Design serial_adder_fsm, sky130hd; sources not shown.
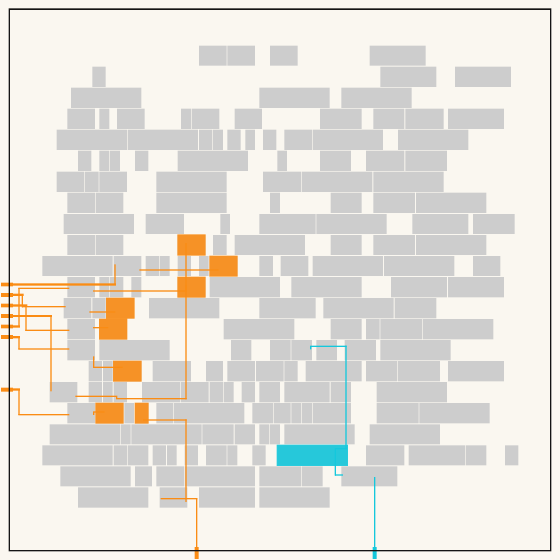
(wires at chosen ports, followed through buffers)
[orange] A | bits: 8 | direction: input | edge: 7 left, 1 bottom | end cells: 8 | buffers: 8 | wire: 176 um
[cyan] done | bits: 1 | direction: output | edge: bottom | end cells: 1 | buffers: 1 | wire: 32.9 um
Buffers on Ports: 30
I/O pin count: 31

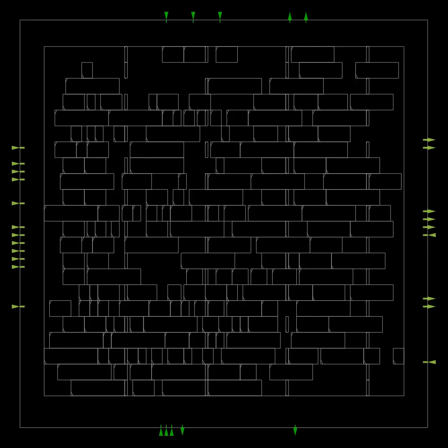
(placed standard cells)
well tap count: 48
Util after Layout: 0.656
non-filler cells, final: 231
Core Footprint: 3690 sq um

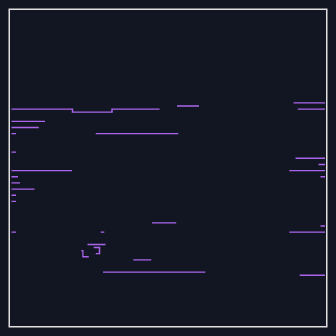
(signal wires on met3)
share of all routed wire: 5.3%
nets with wire on the layer: 27
met3 usage: 0.0580
vias: 1180
final WL: 3320 um

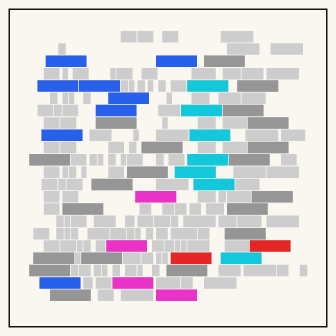
(sequential cells coloured by netlist name)
[cyan] r_sum_sh | sequential cells: 7
[magenta] r_count | sequential cells: 4 | where: bottom middle
[blue] r_b_sh | sequential cells: 8
[red] r_state | sequential cells: 2
not coloured: 20
flop share of the area: 0.424

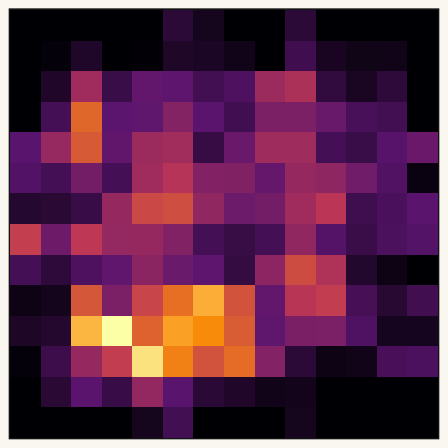
(routed metal per tile)
14 x 14 tiles, from black (low) to pale yellow (high), scaled to the fullest tile. Values are wire area over tile area, all layers added.
mean over tiles: 0.11
tiles over half the peak: 12%
nearly empty tiles: 20%
fullest tile: 0.46
GRT Util Overall: 0.150
WL/cell: 14.4 um

==> impl_metrics.toml <==
# physical design summary
[detailed_routing]
highest_layer = "met4"
drc = 0
drt_iter0_markers = 48
route.met3.wl_um = 175
vias_per_cell = 5.11

[final_timing]
whs_ns = 0.0612
slew_headroom = 0.664
worst_pin_slew_ns = 0.504
tns_ns = 0
hold_viol = 0
rsz0062_at_grt = "true"
setup_viol = 0
finalClockPeriodUsage = 0.985
fmax_mhz = 686
setup_ws_ns = 0.0228

[finish]
dominant-cell-class = "flip-flops and latches"
antenna_cells = 0
comb_area_frac = 0.297
logic_gate_count = 92
lay_top_count = "dfrtp_1"

[worst_setup_path]
critical_path_required_ns = 1.65
slowest_stage = "dfrtp_1"
slowest_delay_ns = 0.39
critPathLaunchType = "register"
crit_arrival_ns = 1.63
worst-r2r-cell-count = 5

[global_route]
grt.busiest_layer = "met2"
grt_max_degree = 42
grt_pass1_wl_um = 5770
antenna_found_initial = 0
grt_pass1_vias = 1219

[run_status]
status = "finished clean"

[floorplanning]
dieArea_sq_um = 4880
dieWidth_um = 69.8
fp_util = 0.487
die_y_um = 69.8

[yosys]
synth-edff-count = 0
netlist.area_leader.share = 0.571
synth_dominant_cell_count = "dfrtp_1"
synth_cell_types = 25
ys_sh_simple = 0.0780
ys_seq_frac = 0.571
compound_area_frac = 0.0884
mux_area_frac = 0.206
ys_sh_xor = 0
ys_cells = 143
synth_area_sq_um = 1800
ff_type = "dfrtp_1"
yosys-top-cells-area = "dfrtp_1 (57%), mux2i_1 (8.9%), mux2_4 (6.7%)"
ys_top_cells_by_count = "dfrtp_1 (41), nand2_1 (20), o21ai_0 (19), mux2i_1 (16)"
fp_nets = 165
synth-async-reset-ratio = 1.00

[place]
dpl.hpwl_um = 2440
dpl-instance-area_sq_um = 2300
dp_cells = 222

[job]
warnings = 27

[min_path]
hp-class = "input port to asynchronous set/reset pin"

[cts]
cts_sinks = 41
